**Run 1: placed cells, one color a class**

The bar under the picture is 20 um long.
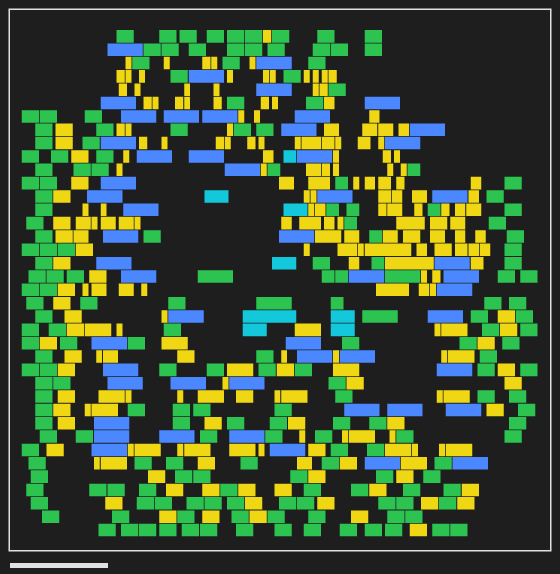
**Run 1: clock distribution**

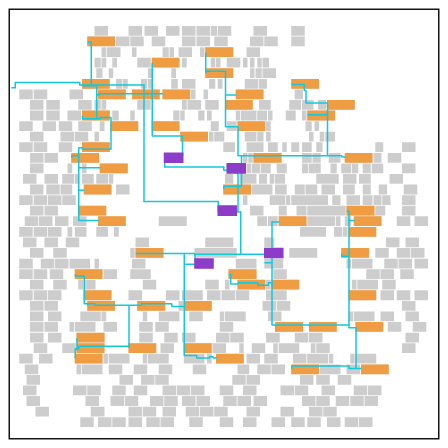
**Run 1: signal wires on met1**

Supply wires on this layer in gray.
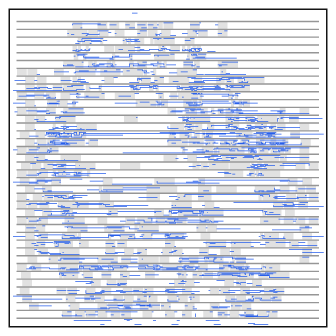
File: config.mk
export PLATFORM = sky130hd
export DESIGN_NAME = data_break_sequencer
export DESIGN_NICKNAME = d
export VERILOG_FILES = /design/src/rtl/data_break_sequencer.sv
export SDC_FILE = /design/constraint.sdc
export NUM_CORES = 1
export LEC_CHECK = 0
export CAP_MARGIN = 20
export CORE_MARGIN = 2
export CORE_UTILIZATION = 26
export DETAILED_ROUTE_END_ITERATION = 8
export PLACE_DENSITY = 0.63
export SYNTH_ARGS = -nofsm -noshare
export SYNTH_HDL_FRONTEND = slang
export SYNTH_SLANG_ARGS = --single-unit
File: constraint.sdc
create_clock -name clk -period 2.4 [get_ports clk]
set_input_delay 0.24 -clock clk [delete_from_list [all_inputs] [get_ports clk]]
set_output_delay 0.24 -clock clk [all_outputs]
set_load 0.03 [all_outputs]
File: src/rtl/data_break_sequencer.sv
`default_nettype none
// ============================================================================
// Module   : data_break_sequencer
// Purpose  : Multi-channel data-break (DMA) arbiter and break-cycle sequencer
//            for the PDP-8/E core. Optional macro DB_ROUND_ROBIN_EN selects
//            rotating priority instead of fixed lowest-index priority.
// Revision : 1.0  initial release
// ============================================================================
module data_break_sequencer #(
    parameter int NCH          = 4,
    parameter int BREAK_CYCLES = 3,
    parameter int ADDR_W       = 15,
    parameter int MAX_BURST    = 4
) (
    input  logic                  clk,
    input  logic                  reset,
    input  logic                  cpu_boundary,
    input  logic [NCH-1:0]        req,
    input  logic [NCH-1:0]        req_write,
    input  logic [NCH*ADDR_W-1:0] req_addr,
    input  logic [NCH*12-1:0]     req_wdata,
    input  logic [11:0]           mem_rdata,
    output logic [NCH-1:0]        grant,
    output logic                  break_in_prog,
    output logic [ADDR_W-1:0]     mem_addr,
    output logic [11:0]           mem_wdata,
    output logic                  mem_we,
    output logic [11:0]           rdata_out,
    output logic [NCH-1:0]        done,
    output logic [2:0]            burst_cnt
);

    localparam int c_CW = (NCH > 1) ? $clog2(NCH) : 1;
    localparam int c_YW = $clog2(BREAK_CYCLES);

    typedef enum logic [1:0] {
        S_IDLE = 2'd0,
        S_BRK  = 2'd1,
        S_REL  = 2'd2
    } state_t;

    state_t              r_state;
    state_t              w_state_nxt;
    logic [c_CW-1:0]     r_ch;
    logic [c_YW-1:0]     r_cyc;
    logic [2:0]          r_burst;
    logic [ADDR_W-1:0]   r_addr;
    logic [11:0]         r_wdata;
    logic                r_write;
    logic [11:0]         r_rdata;
    logic [NCH-1:0]      r_done;

    logic                w_last;
    logic [NCH-1:0]      w_mask;
    logic [NCH-1:0]      w_elig;
    logic                w_found;
    logic [c_CW-1:0]     w_sel;
    logic                w_start;
    logic [c_CW-1:0]     w_search_base;

    generate
        for (genvar gi = 0; gi < NCH; gi++) begin : g_grant
            assign grant[gi] = (r_state == S_BRK) && (r_ch == c_CW'(gi));
        end
    endgenerate

    assign break_in_prog = (r_state == S_BRK);
    assign mem_addr      = r_addr;
    assign mem_wdata     = r_wdata;
    assign mem_we        = (r_state == S_BRK) && (r_cyc == c_YW'(1)) && r_write;
    assign rdata_out     = r_rdata;
    assign done          = r_done;
    assign burst_cnt     = r_burst;

    assign w_last = (r_state == S_BRK) && (r_cyc == c_YW'(BREAK_CYCLES - 1));
    // The finishing channel is masked at the chain decision; its done fires next clock.
    assign w_mask = r_done | (w_last ? grant : '0);
    assign w_elig = req & ~w_mask;

`ifdef DB_ROUND_ROBIN_EN
    logic [c_CW-1:0] r_ptr;

    assign w_search_base = r_ptr;

    always_ff @(posedge clk) begin
        if (reset) begin
            r_ptr <= '0;
        end else if (w_start) begin
            r_ptr <= (w_sel == c_CW'(NCH - 1)) ? '0 : w_sel + 1'b1;
        end
    end
`else
    assign w_search_base = '0;
`endif

    always_comb begin
        int j;
        j       = 0;
        w_found = 1'b0;
        w_sel   = '0;
        for (int i = 0; i < NCH; i++) begin
            j = int'(w_search_base) + i;
            if (j >= NCH) j = j - NCH;
            if (!w_found && w_elig[j]) begin
                w_found = 1'b1;
                w_sel   = c_CW'(j);
            end
        end
    end

    always_comb begin
        w_state_nxt = r_state;
        w_start     = 1'b0;
        case (r_state)
            S_IDLE: begin
                if (cpu_boundary && w_found) begin
                    w_state_nxt = S_BRK;
                    w_start     = 1'b1;
                end
            end
            S_BRK: begin
                if (w_last) begin
                    if (w_found && (r_burst < 3'(MAX_BURST))) begin
                        w_start = 1'b1;
                    end else if (w_found) begin
                        w_state_nxt = S_REL;
                    end else begin
                        w_state_nxt = S_IDLE;
                    end
                end
            end
            S_REL:   w_state_nxt = S_IDLE;
            default: w_state_nxt = S_IDLE;
        endcase
    end

    always_ff @(posedge clk) begin
        if (reset) begin
            r_state <= S_IDLE;
            r_ch    <= '0;
            r_cyc   <= '0;
            r_burst <= '0;
            r_addr  <= '0;
            r_wdata <= '0;
            r_write <= 1'b0;
            r_rdata <= '0;
            r_done  <= '0;
        end else begin
            r_state <= w_state_nxt;
            r_done  <= '0;
            if (w_start) begin
                r_ch    <= w_sel;
                r_addr  <= req_addr[w_sel*ADDR_W +: ADDR_W];
                r_wdata <= req_wdata[w_sel*12 +: 12];
                r_write <= req_write[w_sel];
                r_cyc   <= '0;
                r_burst <= (r_state == S_IDLE) ? 3'd1 : r_burst + 3'd1;
            end else if (r_state == S_BRK) begin
                r_cyc <= r_cyc + 1'b1;
            end
            if (w_last) begin
                r_done <= grant;
                if (!r_write) r_rdata <= mem_rdata;
            end
        end
    end

endmodule
`default_nettype wire

==> flow_summary.toml, run 1 <==
# yosys + openroad results
[clocking]
clk-insertion-delay-late_ns = 0.30
clk_root_buffer_cell = "sky130_fd_sc_hd__clkbuf_8"
number_of_clock_sinks = 53
cts_htree_levels = 2
tritoncts = "yes"

[die]
core.rowCount = 38
io-pin-count = 183
core_util_floorplan_pct = 26.9
die_height_um = 110
die_width_um = 110
coreArea_um2 = 10900

[setup_path]
buffers_inverters_on_critical_path = 2
worst_r2r_path_depth = 8
arrival_ns = 2.49
family_with_the_most_delay_on_the_worst_path = "simple AND/OR/NAND/NOR gates"
regToRegSetupSlack_ns = 0.12
worst_setup_path_endpoint = "mem_addr[8]"
worst_r2r_startpoint = "r_cyc[0]"
timing.critical_path.slowest_stage_cell = "sky130_fd_sc_hd__or3_1"
crit_start = "r_cyc[0]"
start_kind = "register"
critical_path.most_common_cell = "sky130_fd_sc_hd__or3_1"
worstPathRequired_ns = 2.62
critPathKind = "register to register"

[layout]
final_design_area_no_fill_um2 = 5110
layout_top_cell = "sky130_fd_sc_hd__clkdlybuf4s50_1"
mostFrequentLayoutCells = "sky130_fd_sc_hd__clkdlybuf4s50_1, sky130_fd_sc_hd__nand2_1, sky130_fd_sc_hd__mux2i_1"
postLayoutCoreUtil_pct = 47.0
final_net_count = 620

[sta]
fmax_ghz = 0.440
grt_setup_unrepaired = "false"
final.setup.tns_ns = 0
max_slew_margin_pct = 67.4
finalHoldViolCount = 0
final_period_minus_worst_setup_slack_ns = 2.28
postLayoutSetupSlackWorst_ns = 0.125
fin_skew_ns = 0.00693
hold-worst-slack_ns = 0.461
max_slew.worst_pin.slew_ns = 0.487

[detailed_routing]
first_iter_violations = 81
topRoutingLayerUsed = "met4"
wl_met1_um = 3710
drcViolationCount = 0
drt_wl_total_um = 9490
route.detailed.vias_per_inst = 4.75
detailed_routed_wire_length_on_met3_um = 691
antenna_violating_nets_post_route = 0
drt-wirelength-per-cell_um = 15.1

[yosys]
most_instantiated_library_cell_after_synthesis = "sky130_fd_sc_hd__nand2_1"
synth_xor_xnor_area_share_pct = 0.299
largest_area_cell = "sky130_fd_sc_hd__dfxtp_1"
yosys.stat.seqShare_pct = 36.3
most_area_consuming_cells_after_synthesis = "sky130_fd_sc_hd__dfxtp_1, sky130_fd_sc_hd__mux2i_1, sky130_fd_sc_hd__o221ai_2, sky130_fd_sc_hd__nand2_1, sky130_fd_sc_hd__a21oi_1"
ys_types = 44
top_logic_kind = "AND-OR/OR-AND gates"
number_of_flops_mapped_to_enable_cells_by_yosys = 0
synth-adder-area-share_pct = 1.28
post_synth_most_frequent_cells = "sky130_fd_sc_hd__nand2_1, sky130_fd_sc_hd__mux2i_1, sky130_fd_sc_hd__dfxtp_1"
simple_gate_share_pct = 16.4
synthAoiAreaFrac_pct = 20.9
yosys_register_bits = 53
cell_count_after_synthesis = 302
mux_area_share_pct = 19.5
syn-mean-instance-area_um2 = 9.69
yosysWarningCount = 0
postSynthNetCount = 436

[placement]
globalplace.congestion = 0.854

[power_and_ir_drop]
power_frac_comb_pct = 32.0
p_comb_uw = 752
power_report.internal_total_mw = 1.69
peakVddDrop_mv = 0.291
power_leakage_nw = 1.99
netSwitchingFraction_pct = 28.1

[global_routing]
grt_start_max_net_pins = 35
global_route_wire_length_before_repair_um = 14700
grt_pass1_vias = 2969
grt_use_total_pct = 15.5
overflow = 0

[hold_path]
hold_path.startpoint = "rdata_out[10]"

[outcome]
run_status = "finished, final reports clean"
Notes on 'placed cells, one color a class' above:
Blue is flops, cells 53, share of their area 21%. Yellow is all other logic, cells 228, share of their area 36%. Cyan is clock drivers and dummy loads, cells 8, share of their area 2.4%. Green is other buffers and delay cells, cells 198, share of their area 40%.

Notes on 'clock distribution' above:
Cyan is clock wires, length 659 um. Purple is cells driving clock nets, count 5. Orange is flip-flops, count 53.
There are 6 routed clock nets.

Notes on 'signal wires on met1' above:
The layer carries 3710 um of wire. The layer holds 39% of the routed length. The wires run mostly horizontal. The longest straight run is 36.8 um. 526 nets have wire on it.

## run 1: sequential cells by signal (all words and copies together) (netlist names)
| name | count |
|---|---|
| mem_addr | 15 |
| r_ch | 2 |
| r_write | 1 |
| mem_wdata | 12 |
| r_state | 2 |
| r_cyc | 2 |
| burst_cnt | 3 |
| rdata_out | 12 |
| done | 4 |
## run 1: worst min-delay path: stages (launching register included)
cell,delay (ns)
sky130_fd_sc_hd__dfxtp_1,0.32
sky130_fd_sc_hd__nand2_1,0.05
sky130_fd_sc_hd__a21oi_1,0.05
## run 1: routing by layer
metal | track usage (%) | vias up
met5 | 0 | -
met4 | 4.11 | 0
met3 | 4.29 | 12
met2 | 28.7 | 109
met1 | 17.2 | 1381
li1 | - | 1479
## run 1: how the worst min path moves through the flow
stage	end	depth (start not counted)	slack, ns
4_1_cts	rdata_out[3]	2	0.47
5_1_grt	rdata_out[0]	2	0.48
2_1_floorplan	rdata_out[4]	2	0.38
6_report	rdata_out[10]	2	0.46
3_3_place_gp	rdata_out[4]	2	0.44
3_5_place_dp	rdata_out[3]	2	0.45
## run 1: stage by stage
step	instances	total power, mW
floorplan	302	1.34
global placement	619	1.73
detailed placement	619	1.74
CTS	627	2.38
global route	627	2.47
finish	627	2.35
## run 1: area by class of cell
type	count	area [um^2]
multi-input combinational	220	1730
sequential	53	1060
timing repair buffer	198	1990
clock inverter	2	37.5
inverter	8	30.0
tap	140	175
clock buffer	6	82.6
fill	1059	5780
## run 1: what timing repair did
action                     4_1_cts  5_1_grt
setup buffers                    0        0
setup endpoints to repair        0       17
hold buffers                     0        0
resized                          0        2
==> run 2, diff against run 1 <==
Settings changed: CAP_MARGIN 20 to 10, SETUP_SLACK_MARGIN from default to 0.3.
**Run 2: placed cells, one color a class**

The bar under the picture is 20 um long.
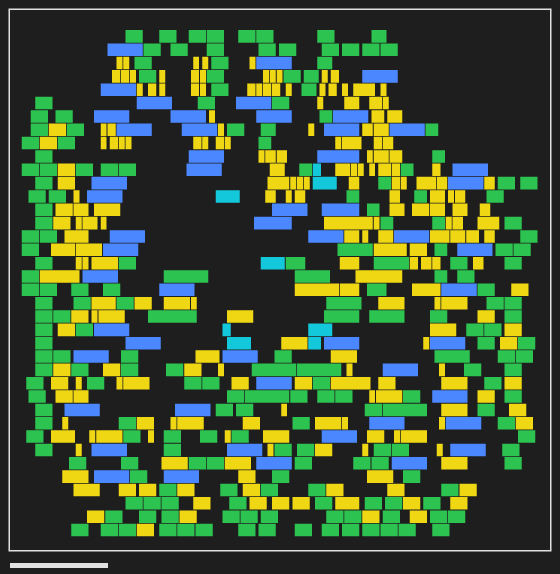
Cyan is clock drivers and dummy loads, cells 8, share of their area 1.6%. Blue is flops, cells 53, share of their area 20%. Yellow is all other logic, cells 228, share of their area 36%. Green is other buffers and delay cells, cells 211, share of their area 42%.

==> run 2 against run 1 <==
Synthesized cell count stayed put. Wire length is 11% higher. Count of clock-buffer cells in the layout is 1 lower. Total power is 0.88% lower. Clock power is 19% lower. Core utilization is 3.1 points higher. Critical endpoint is now mem_wdata[3]. Global-route usage is 0.56 points higher. Area after synthesis stayed put. Die size stayed put.
==> flow_summary.toml, run 2 <==
# yosys + openroad results
[outcome]
run_status = "finished, final reports clean"

[die]
core_util_floorplan_pct = 26.9
die_width_um = 110

[global_routing]
use_met1_pct = 18.5
grt_pass1_vias = 3090
globalRoute.busiestLayer = "met2"
grt_start_max_net_pins = 29
grt.met3_usage_pct = 4.17
grt_use_total_pct = 16.0
globalRouteMet2Util_pct = 29.2

[layout]
mostFrequentLayoutCells = "sky130_fd_sc_hd__clkdlybuf4s50_1, sky130_fd_sc_hd__nand2_1, sky130_fd_sc_hd__dfxtp_1"
finalNonFillerCells = 640
mi_logic_area_um2 = 1850
flip_flop_count_of_the_largest_register_all_copies_and_words_added = 15
final_design_area_no_fill_um2 = 5450
postLayoutCoreUtil_pct = 50.0

[power_and_ir_drop]
netSwitchingFraction_pct = 30.6
p_comb_uw = 850
power_frac_comb_pct = 36.6
peakVddDrop_mv = 0.253
power_report.internal_total_mw = 1.61

[yosys]
ys_types = 44
yosys.stat.seqShare_pct = 36.3
cell_count_after_synthesis = 302
most_area_consuming_cells_after_synthesis = "sky130_fd_sc_hd__dfxtp_1, sky130_fd_sc_hd__mux2i_1, sky130_fd_sc_hd__o221ai_2, sky130_fd_sc_hd__nand2_1, sky130_fd_sc_hd__a21oi_1"
yosysWarningCount = 0
postSynthNetCount = 436
yosys_register_bits = 53
largest_area_cell = "sky130_fd_sc_hd__dfxtp_1"

[detailed_routing]
detailed_routed_wire_length_on_met3_um = 724
route.detailed.vias_per_inst = 4.79
first_iter_violations = 77
wl_met1_um = 4220

[clocking]
cts_htree_levels = 2
post_cts_hold_buffer_count = 0
tritoncts = "yes"

[sta]
finalHoldViolCount = 0
fin_skew_ns = 0.00561
hold-worst-slack_ns = 0.461
final_period_minus_worst_setup_slack_ns = 2.07
fmax_ghz = 0.482

[setup_path]
worstPathRequired_ns = 2.63
critPathKind = "register to register"
arrival_ns = 2.31
-- run 2: cell counts after synthesis --
Identical to the previous run, type by type.
-- run 2: repair_timing --
item,CTS,global route
cloned,1,5
buffers inserted,3,7
pin swaps,1,6
gates resized,11,27
setup endpoints to repair,37,37
-- run 2: path summary, 6_finish.rpt --
| path | start | endpoint | slack (ns) | cells after the start |
|---|---|---|---|---|
| hold / removal | rdata_out[6] | rdata_out[6] | 0.46 | 2 |
| setup reg to reg | r_cyc[0] | mem_wdata[3] | 0.33 | 8 |
| setup / recovery | r_cyc[0] | mem_wdata[3] | 0.33 | 8 |
| hold reg to reg | rdata_out[6] | rdata_out[6] | 0.46 | 2 |
-- run 2: worst max-delay path: stages, from the launching register on --
cell and delay [ns]:
sky130_fd_sc_hd__dfxtp_2 0.34, sky130_fd_sc_hd__inv_2 0.08, sky130_fd_sc_hd__ha_4 0.17, sky130_fd_sc_hd__nand4bb_4 0.14, sky130_fd_sc_hd__or3_4 0.38, sky130_fd_sc_hd__a21boi_4 0.16, sky130_fd_sc_hd__or3_4 0.39, sky130_fd_sc_hd__clkbuf_16 0.21
sky130_fd_sc_hd__o221ai_2 0.13
-- run 2: kinds of logic after synthesis --
family / Yosys count / share of synthesized area, %
fa+ha+maj: 3 / 1.28
mux: 57 / 19.5
flops: 53 / 36.3
compound gates: 61 / 20.9
buf+inv: 29 / 5.34
xor+xnor: 1 / 0.299
simple gates: 98 / 16.4
-- run 2: area by class of cell --
type / count / share of cell area [%]
multi-input combinational: 220 / 34.0
clock inverter: 3 / 0.322
timing repair buffer: 211 / 41.1
tap: 140 / 3.22
clock buffer: 5 / 1.26
inverter: 8 / 0.551
sequential: 53 / 19.6
==> run 3, diff against run 2 <==
Settings changed: GPL_TIMING_DRIVEN from default to 0, SKIP_CTS_REPAIR_TIMING from default to 1.
==> run 3 against run 2 <==
Non-clock buffer count up 5. Design area is 1.7% higher. Core utilization increased by 0.86 points. Register-to-register slack lost 0.19 ns. Count of clock-buffer cells in the layout rose by 2. Total power grew 0.61%. Clock power grew 3%. Die size is the same. Worst hold slack lost 0.0054 ns. Sequential power barely moved. Synthesized cell count stayed put. Critical path depth increased by 2. Critical endpoint is now mem_addr[8]. Highest routed layer unchanged.
==> flow_summary.toml, run 3 <==
# yosys + openroad results
[outcome]
run_status = "finished, final reports clean"

[yosys]
yosys_register_bits = 53
most_area_consuming_cells_after_synthesis = "sky130_fd_sc_hd__dfxtp_1, sky130_fd_sc_hd__mux2i_1, sky130_fd_sc_hd__o221ai_2, sky130_fd_sc_hd__nand2_1, sky130_fd_sc_hd__a21oi_1"
postSynthNetCount = 436
largest_area_cell = "sky130_fd_sc_hd__dfxtp_1"
ys_types = 44
cell_count_after_synthesis = 302
yosys.stat.seqShare_pct = 36.3

[hold_path]
worst_hold_path.num_cells = 3
hold_path.startpoint = "reset"

[setup_path]
arrival_ns = 2.49
worst_r2r_startpoint = "r_cyc[0]"
family_with_the_most_delay_on_the_worst_path = "simple AND/OR/NAND/NOR gates"
max_stage_delay_ns = 0.42
buffers_inverters_on_critical_path = 4
critPathKind = "register to register"
crit_start = "r_cyc[0]"
worstPathRequired_ns = 2.63
timing.critical_path.slowest_stage_cell = "sky130_fd_sc_hd__or3_4"
critical_path.reg2reg.endpoint = "mem_addr[8]"
critical_path.most_common_cell = "sky130_fd_sc_hd__or3_4"
worstPathCellList = "inv_2 -> ha_4 -> buf_6 -> nand4bb_4 -> or3_4 -> a21boi_4 -> or3_4 -> buf_12 -> buf_4 -> o221ai_2"

[sta]
finalHoldViolCount = 0
hold-worst-slack_ns = 0.455
final_period_minus_worst_setup_slack_ns = 2.26
max_slew.worst_pin.slew_ns = 0.512
fmax_ghz = 0.442

[die]
core_util_floorplan_pct = 26.9
die_width_um = 110

[global_routing]
grt_pass1_vias = 3041
grt_start_max_net_pins = 15
grt_use_total_pct = 15.9

[detailed_routing]
route.detailed.vias_per_inst = 4.78
first_iter_violations = 54

[layout]
mostFrequentLayoutCells = "sky130_fd_sc_hd__clkdlybuf4s50_1, sky130_fd_sc_hd__nand2_1, sky130_fd_sc_hd__dfxtp_1"
finalNonFillerCells = 644
postLayoutCoreUtil_pct = 50.9
flip_flop_count_of_the_largest_register_all_copies_and_words_added = 15
final_design_area_no_fill_um2 = 5540

[run]
warnings = 28

[clocking]
cts_htree_levels = 2
tritoncts = "yes"
-- run 3: stage by stage --
step,setup slack (ns),power [mW]
final,0.137,2.34
after global placement,-0.167,1.72
after floorplan,0.303,1.34
after global routing,0.0665,2.44
after detailed placement,-0.178,1.72
after CTS,-0.199,2.24
-- run 3: where the power goes --
group	switching (mW)	internal (mW)	total (mW)
sequential	0.0322	0.929	0.962
clock	0.293	0.230	0.524
combinational	0.377	0.478	0.855
-- run 3: worst max path at each step --
stage,cells past startpoint,slack (ns),end
4_1_cts,10,-0.20,mem_wdata[1]
5_1_grt,10,0.07,mem_wdata[1]
3_3_place_gp,10,-0.17,r_write
6_report,10,0.14,mem_addr[8]
3_5_place_dp,10,-0.18,mem_wdata[1]
2_1_floorplan,10,0.30,mem_wdata[1]
-- run 3: area by class of cell --
cell class | instances | area (um^2)
well taps | 140 | 175
plain buffers | 21 | 225
fillers | 987 | 5350
multi-input cells | 220 | 1950
inverters | 8 | 30.0
flip-flops and latches | 53 | 1060
repair buffers | 195 | 2010
clock buffers | 7 | 86.3
-- run 3: cell families after synthesis --
group	share of synthesized area [%]
and+or+nand+nor	16.4
AOI/OAI and AO/OA	20.9
muxes	19.5
DFF	36.3
buffers and inverters	5.34
adders and majority gates	1.28
xor gates and xnor gates	0.299
-- run 3: routing by layer --
layer / up-vias / track usage [%] / routed length (um)
met5: - / 0 / 0
met4: 0 / 4.46 / 182
met3: 18 / 4.41 / 740
met2: 107 / 30.0 / 5460
met1: 1438 / 17.4 / 4150
li1: 1515 / - / -
**Run 3: clock nets**

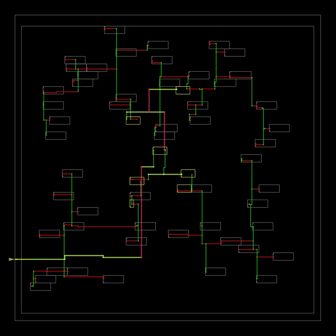
Latency at later pin: 0.30 ns
clock-net power: 524 uW
clock buffers: 7
Setup Skew: 0.00670 ns

Power is estimated from default activity; no workload was simulated.
